==> config.mk <==
export PLATFORM = sky130hd
export DESIGN_NAME = des_key_schedule
export DESIGN_NICKNAME = d
export VERILOG_FILES = /design/src/rtl/des_pkg.sv /design/src/rtl/des_pc2.sv /design/src/rtl/des_key_schedule.sv
export SDC_FILE = /design/constraint.sdc
export NUM_CORES = 1
export LEC_CHECK = 0
export ABC_AREA = 1
export CORE_MARGIN = 10
export CORE_UTILIZATION = 36
export CTS_CLUSTER_SIZE = 28
export DETAILED_ROUTE_END_ITERATION = 16
export SYNTH_ARGS = -nofsm -noshare
export SYNTH_HDL_FRONTEND = slang
export SYNTH_SLANG_ARGS = --single-unit
==> constraint.sdc <==
create_clock -name clock -period 8.75 [get_ports clock]
set_clock_uncertainty 0.05 [all_clocks]
set_input_delay 1.3125 -clock clock [delete_from_list [all_inputs] [get_ports clock]]
set_output_delay 1.3125 -clock clock [all_outputs]
set_load 0.1 [all_outputs]
==> src/rtl/des_pkg.sv <==
// Shared DES constants: PC-1/PC-2 tables, rotation schedule, key-schedule states.
package des_pkg;

    localparam int NUM_ROUNDS = 16;
    localparam int SUBKEY_W   = 48;
    localparam int HALF_W     = 28;

    typedef enum logic [1:0] {IDLE, ROUND, READY} ks_state_t;

    // Table entries use DES bit numbering: bit 1 is the most significant bit.
    localparam int PC1 [56] = '{
        57, 49, 41, 33, 25, 17,  9,  1, 58, 50, 42, 34, 26, 18,
        10,  2, 59, 51, 43, 35, 27, 19, 11,  3, 60, 52, 44, 36,
        63, 55, 47, 39, 31, 23, 15,  7, 62, 54, 46, 38, 30, 22,
        14,  6, 61, 53, 45, 37, 29, 21, 13,  5, 28, 20, 12,  4
    };

    localparam int PC2 [48] = '{
        14, 17, 11, 24,  1,  5,  3, 28, 15,  6, 21, 10,
        23, 19, 12,  4, 26,  8, 16,  7, 27, 20, 13,  2,
        41, 52, 31, 37, 47, 55, 30, 40, 51, 45, 33, 48,
        44, 49, 39, 56, 34, 53, 46, 42, 50, 36, 29, 32
    };

    localparam int SHIFTS [16] = '{1, 1, 2, 2, 2, 2, 2, 2, 1, 2, 2, 2, 2, 2, 2, 1};

    function automatic logic [2*HALF_W-1:0] pc1(input logic [63:0] k);
        logic [2*HALF_W-1:0] r;
        for (int i = 0; i < 56; i++) begin
            r[55-i] = k[64-PC1[i]];
        end
        return r;
    endfunction

    function automatic logic [HALF_W-1:0] rotl(input logic [HALF_W-1:0] v, input logic two);
        return two ? {v[HALF_W-3:0], v[HALF_W-1:HALF_W-2]} : {v[HALF_W-2:0], v[HALF_W-1]};
    endfunction

endpackage

==> src/rtl/des_pc2.sv <==
// Combinational PC-2 compression of the 56-bit {C,D} pair into a 48-bit subkey.
module des_pc2
    import des_pkg::*;
(
    input  logic [2*HALF_W-1:0] cd,
    output logic [SUBKEY_W-1:0] subkey
);

    always_comb begin
        subkey = '0;
        for (int i = 0; i < SUBKEY_W; i++) begin
            subkey[SUBKEY_W-1-i] = cd[56-PC2[i]];
        end
    end

endmodule

==> src/rtl/des_key_schedule.sv <==
// Iterative DES key schedule: one subkey per cycle, all 16 held for the round pipeline.
module des_key_schedule
    import des_pkg::*;
(
    input  logic                           clock,
    input  logic                           reset,
    input  logic [63:0]                    key,
    input  logic                           key_load,
    output logic                           key_ready,
    output logic                           busy,
    output logic [NUM_ROUNDS*SUBKEY_W-1:0] subkeys,
    input  logic [3:0]                     round_sel,
    output logic [SUBKEY_W-1:0]            subkey_rd
);

    ks_state_t           state_q, state_d;
    logic [HALF_W-1:0]   c_q, c_d, d_q, d_d, c_rot, d_rot;
    logic [3:0]          rnd_q, rnd_d;
    logic                ready_q, ready_d, busy_q, busy_d, sk_we;
    logic [SUBKEY_W-1:0] pc2_out;
    logic [SUBKEY_W-1:0] sk_q [NUM_ROUNDS];
    logic                two;

    assign two   = (SHIFTS[rnd_q] == 2);
    assign c_rot = rotl(c_q, two);
    assign d_rot = rotl(d_q, two);

    des_pc2 u_pc2 (
        .cd     ({c_rot, d_rot}),
        .subkey (pc2_out)
    );

    // A load always wins, so a key_load mid-generation restarts cleanly from PC-1.
    always_comb begin
        state_d = state_q;
        c_d     = c_q;
        d_d     = d_q;
        rnd_d   = rnd_q;
        ready_d = ready_q;
        busy_d  = busy_q;
        sk_we   = 1'b0;
        if (key_load) begin
            {c_d, d_d} = pc1(key);
            rnd_d      = '0;
            ready_d    = 1'b0;
            busy_d     = 1'b1;
            state_d    = ROUND;
        end else begin
            case (state_q)
                ROUND: begin
                    c_d   = c_rot;
                    d_d   = d_rot;
                    rnd_d = rnd_q + 4'd1;
                    sk_we = 1'b1;
                    if (rnd_q == 4'd15) begin
                        state_d = READY;
                        ready_d = 1'b1;
                        busy_d  = 1'b0;
                    end
                end
                IDLE, READY: ;
                default: state_d = IDLE;
            endcase
        end
    end

    always_ff @(posedge clock) begin
        if (!reset) begin
            state_q <= IDLE;
            c_q     <= '0;
            d_q     <= '0;
            rnd_q   <= '0;
            ready_q <= 1'b0;
            busy_q  <= 1'b0;
            for (int k = 0; k < NUM_ROUNDS; k++) begin
                sk_q[k] <= '0;
            end
        end else begin
            state_q <= state_d;
            c_q     <= c_d;
            d_q     <= d_d;
            rnd_q   <= rnd_d;
            ready_q <= ready_d;
            busy_q  <= busy_d;
            if (sk_we) begin
                sk_q[rnd_q] <= pc2_out;
            end
        end
    end

    assign key_ready = ready_q;
    assign busy      = busy_q;
    assign subkey_rd = sk_q[round_sel];

    for (genvar k = 0; k < NUM_ROUNDS; k++) begin : g_flat
        assign subkeys[SUBKEY_W*(k+1)-1 -: SUBKEY_W] = sk_q[k];
    end

endmodule

**Run 1: met3 routing**

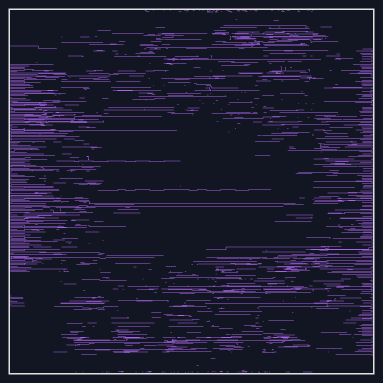
- nets with wire on the layer: 760
- wire length on this layer: 20.6 mm
- main direction: horizontal
Via Count: 33900
GR met3 Demand/Resource: 8.346%
final wirelength: 181900 um

**Run 1: port wiring**

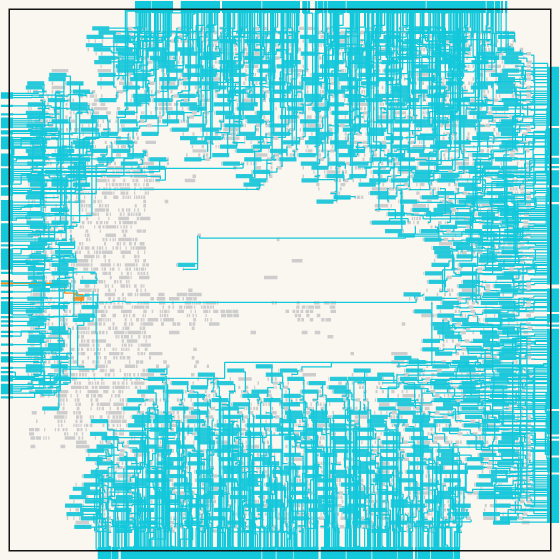
- subkeys: cyan (bits 768; direction output; edge 237 bottom, 233 top, 200 right, 98 left; end cells 768; buffers 768; wire 53.6 mm)
- key_ready: orange (bits 1; direction output; edge left; end cells 1; buffers 1; wire 63.5 um)
Port Buffers: 880
Ports: 889

**Run 1: cell outlines without signal wires**

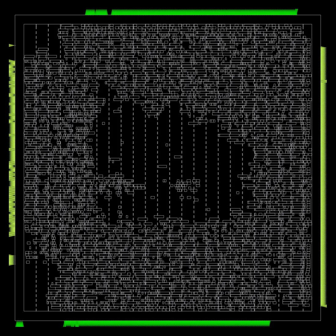
number of fill cells in the layout: 9961
CORE AREA: 106900 um^2

-- run 1: layout make-up --
class / count / area share (%)
clock buffers: 122 / 4.979
diodes: 12 / 0.05860
repair buffers: 927 / 17.93
multi-input cells: 2334 / 21.56
clock inverters: 51 / 0.8009
well taps: 1403 / 3.426
flip-flops and latches: 832 / 47.51
inverters: 510 / 3.741
-- run 1: layout by cell type, fill, tap and decap left out, drive strengths merged --
cell type	n
a211oi	2
ha	6
clkdlybuf4s50	863
nand3	348
clkinv	41
a21oi	255
nand2	439
nor2	780
o21ai	251
buf	64
nor4	1
nor3	4
diode	12
o211ai	192
bufinv	6
clkbuf	122
inv	512
dfxtp	64
nand4	56
clkinvlp	2
edfxtp	768
==> run notes, run 1 <==
run metrics: first-pass GRT wire length 246900 um, Worst R2R Start state_q[0]$_SDFFE_PN0P_, postcts setup bufs 0, Pleak 18.90 nW, dpl hpwl 124600 um, Crit path required time 7.39 ns, slowest library cell on the worst path clkdlybuf4s50_1, Pwr Total 0.01088 W, Antenna Nets Post-Route 0, Clk network pwr share 36.0%, RSZ-0062 raised after global routing false, maximum vdd drop 0.1658 mV, fin worst setup slack 2.485 ns, Seq group 0.00457 W, pin count of the biggest net entering global routing 118, Max-area cell share 59.64%, XOR Share, Synth 0%, die height 347.7 um, final setup TNS 0 ns, Final Critical Period 6.265 ns, hold depth 2, worst hold slack 0.4253 ns, first-pass detailed-route iteration total 6, Crit. End Element output port, largest delay contributor family on the critical path buffers and inverters, Most used DFF post-synth edfxtp_1, chip area line of the yosys report 38670 um^2, Top area cell types edfxtp_1 (60%), nor2_1 (7.6%), inv_1 (4.9%), gr busiest metal met2, max layer used met5, Final Wtd Congestion 0.9212, TritonCTS Buffers 94, RR Endpoint sk_q[10][18]$_SDFFCE_PN0P_, row count 120, critical path's largest stage delay 1.16 ns, die area 120900 um^2, Inst Count DP 6006, Power Density 212.3 nW/um^2, commonest cells in the netlist nor2_1 (779), edfxtp_1 (768), inv_1 (505), nand2_1 (406), nand3_1 (348), FFs w/ async S/R, synth 0%, status completed, CTS Hold Bufs 0, Worst slew margin 20.81%, Top reg by flops sk_q, Psw 0.003736 W, # nets final 4776, final setup fails 0, Synth top cell by count nor2_1, clk_lat worst skew 0.69 ns, Fmax achieved 159.6 MHz, initial antenna violation count 22, WL met2 81660 um, end of the critical path subkey_rd[27], Comb power 0.00239 W, Basic Gates by Area 17.57%, CP bufs+invs 4, M2 GR Usage 44.54%, fin. max-slew vios 0, CP startpoint round_sel[2], Post-Layout Cell Count 6191, Mapped Nets 4090, Final Hold Violating Endpoints 0, top power group registers, Comb gate area 11050 um^2, DRC violations left 0, OpenROAD warnings 47, Distinct cells, synth 25, GRT Overall Usage 28.61%, Vias per Instance 5.476, leading area contributor after synthesis edfxtp_1
**Run 1: wiring heat map**

The die is cut into 35 by 35 equal tiles; black is low, pale yellow is high, scaled to the fullest tile. Values are wire area over tile area, all layers added.
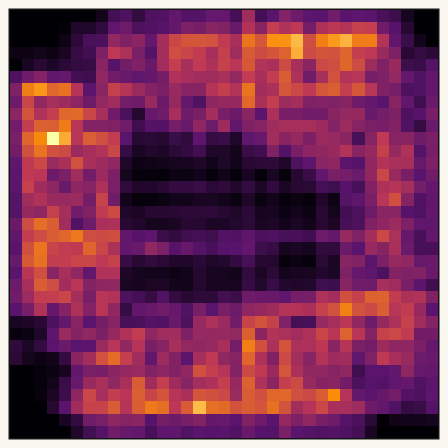

==> run 2, diff against run 1 <==
clock period = 5.27 ns   (was 8.75 ns; I/O delays follow)
**Run 2: wiring heat map**

The die is cut into 35 by 35 equal tiles; black is low, pale yellow is high, scaled to the fullest tile. Values are wire area over tile area, all layers added.
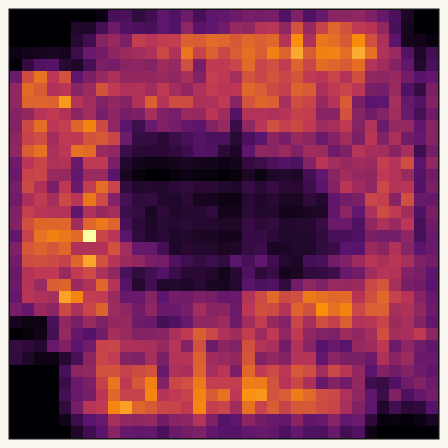
- nearly empty tiles: 5.1%
- fullest tile: 0.75
- emptiest ninth of the die: center
- tiles over half the peak: 24%
- mean over tiles: 0.26
final wirelength: 183100 um
Via Count: 34030
GRT Overall Usage: 28.88%

==> run notes, run 2 <==
run metrics: die area 120900 um^2, Top reg by flops sk_q, pin count of the biggest net entering global routing 136, Pleak 19.18 nW, TritonCTS Buffers 93, DRC violations left 0, OpenROAD warnings 42, Basic Gates by Area 17.57%, commonest cells in the netlist nor2_1 (779), edfxtp_1 (768), inv_1 (505), nand2_1 (406), nand3_1 (348), Antenna Nets Post-Route 0, Ports 889, WL met2 83560 um, initial antenna violation count 17, fin worst setup slack 1.358 ns, FFs w/ async S/R, synth 0%, Max-area cell share 59.64%, Inst Count DP 6039, first-pass detailed-route iteration total 6, Fmax achieved 255.7 MHz, largest delay contributor family on the critical path buffers and inverters, Pwr Total 0.01789 W, die height 347.7 um, status completed, postcts setup bufs 0, Psw 0.006185 W, slowest library cell on the worst path buf_8, gr busiest metal met2, Mapped Nets 4090, end of the critical path subkey_rd[0], CP startpoint round_sel[0], RSZ-0062 raised after global routing false, Post-Layout Cell Count 6212, Top area cell types edfxtp_1 (60%), nor2_1 (7.6%), inv_1 (4.9%), fin. max-slew vios 0, Final Wtd Congestion 0.9512, # nets final 4808, Top cells excl fill/tap clkdlybuf4s50_1 (812), nor2_1 (779), edfxtp_1 (768), inv_1 (503), nand2_1 (373), Worst R2R Start rnd_q[1]$_SDFFE_PP0N_, CORE AREA 106900 um^2, Most used DFF post-synth edfxtp_1, maximum vdd drop 0.2339 mV, Vias per Instance 5.477
**Run 2: where the registers sit**

Other sequential cells in the stronger gray, the rest of the logic in the fainter gray.
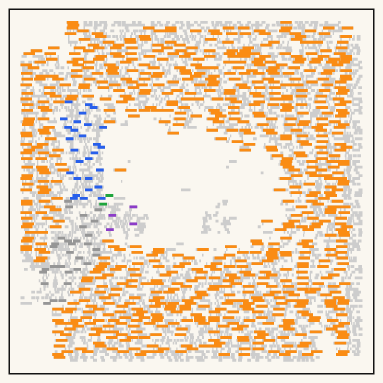
- rnd_q: purple (flops 4)
- sk_q: orange (flops 768; where spread over the die)
- d_q: blue (flops 28)
- state_q: green (flops 2)
register area: 24340 um^2
sequential cell area share: 47.19%
fin util: 48.25%
Seq group: 0.00761 W

==> run 2: cell type report <==
type / instances / area (um^2) / share of cell area (%)
tap: 1403 / 1755 / 3.403
inverter: 510 / 1917 / 3.716
sequential: 832 / 24340 / 47.19
clock buffer: 121 / 2464 / 4.776
antenna: 2 / 5.005 / 0.009703
multi-input combinational: 2334 / 11050 / 21.42
timing repair buffer: 960 / 9684 / 18.78
clock inverter: 50 / 365.4 / 0.7083
==> run 2: power by group through the flow <==
stage / Combinational, W / Sequential [W] / Clock [W]
floorplan: 0.00118 / 0.00930 / 0
global placement: 0.00401 / 0.00773 / 0
detailed placement: 0.00402 / 0.00774 / 0
CTS: 0.00403 / 0.00760 / 0.00631
global route: 0.00415 / 0.00763 / 0.00656
finish: 0.00403 / 0.00761 / 0.00625
No activity file was given, so power comes from the tool's default toggle rates.
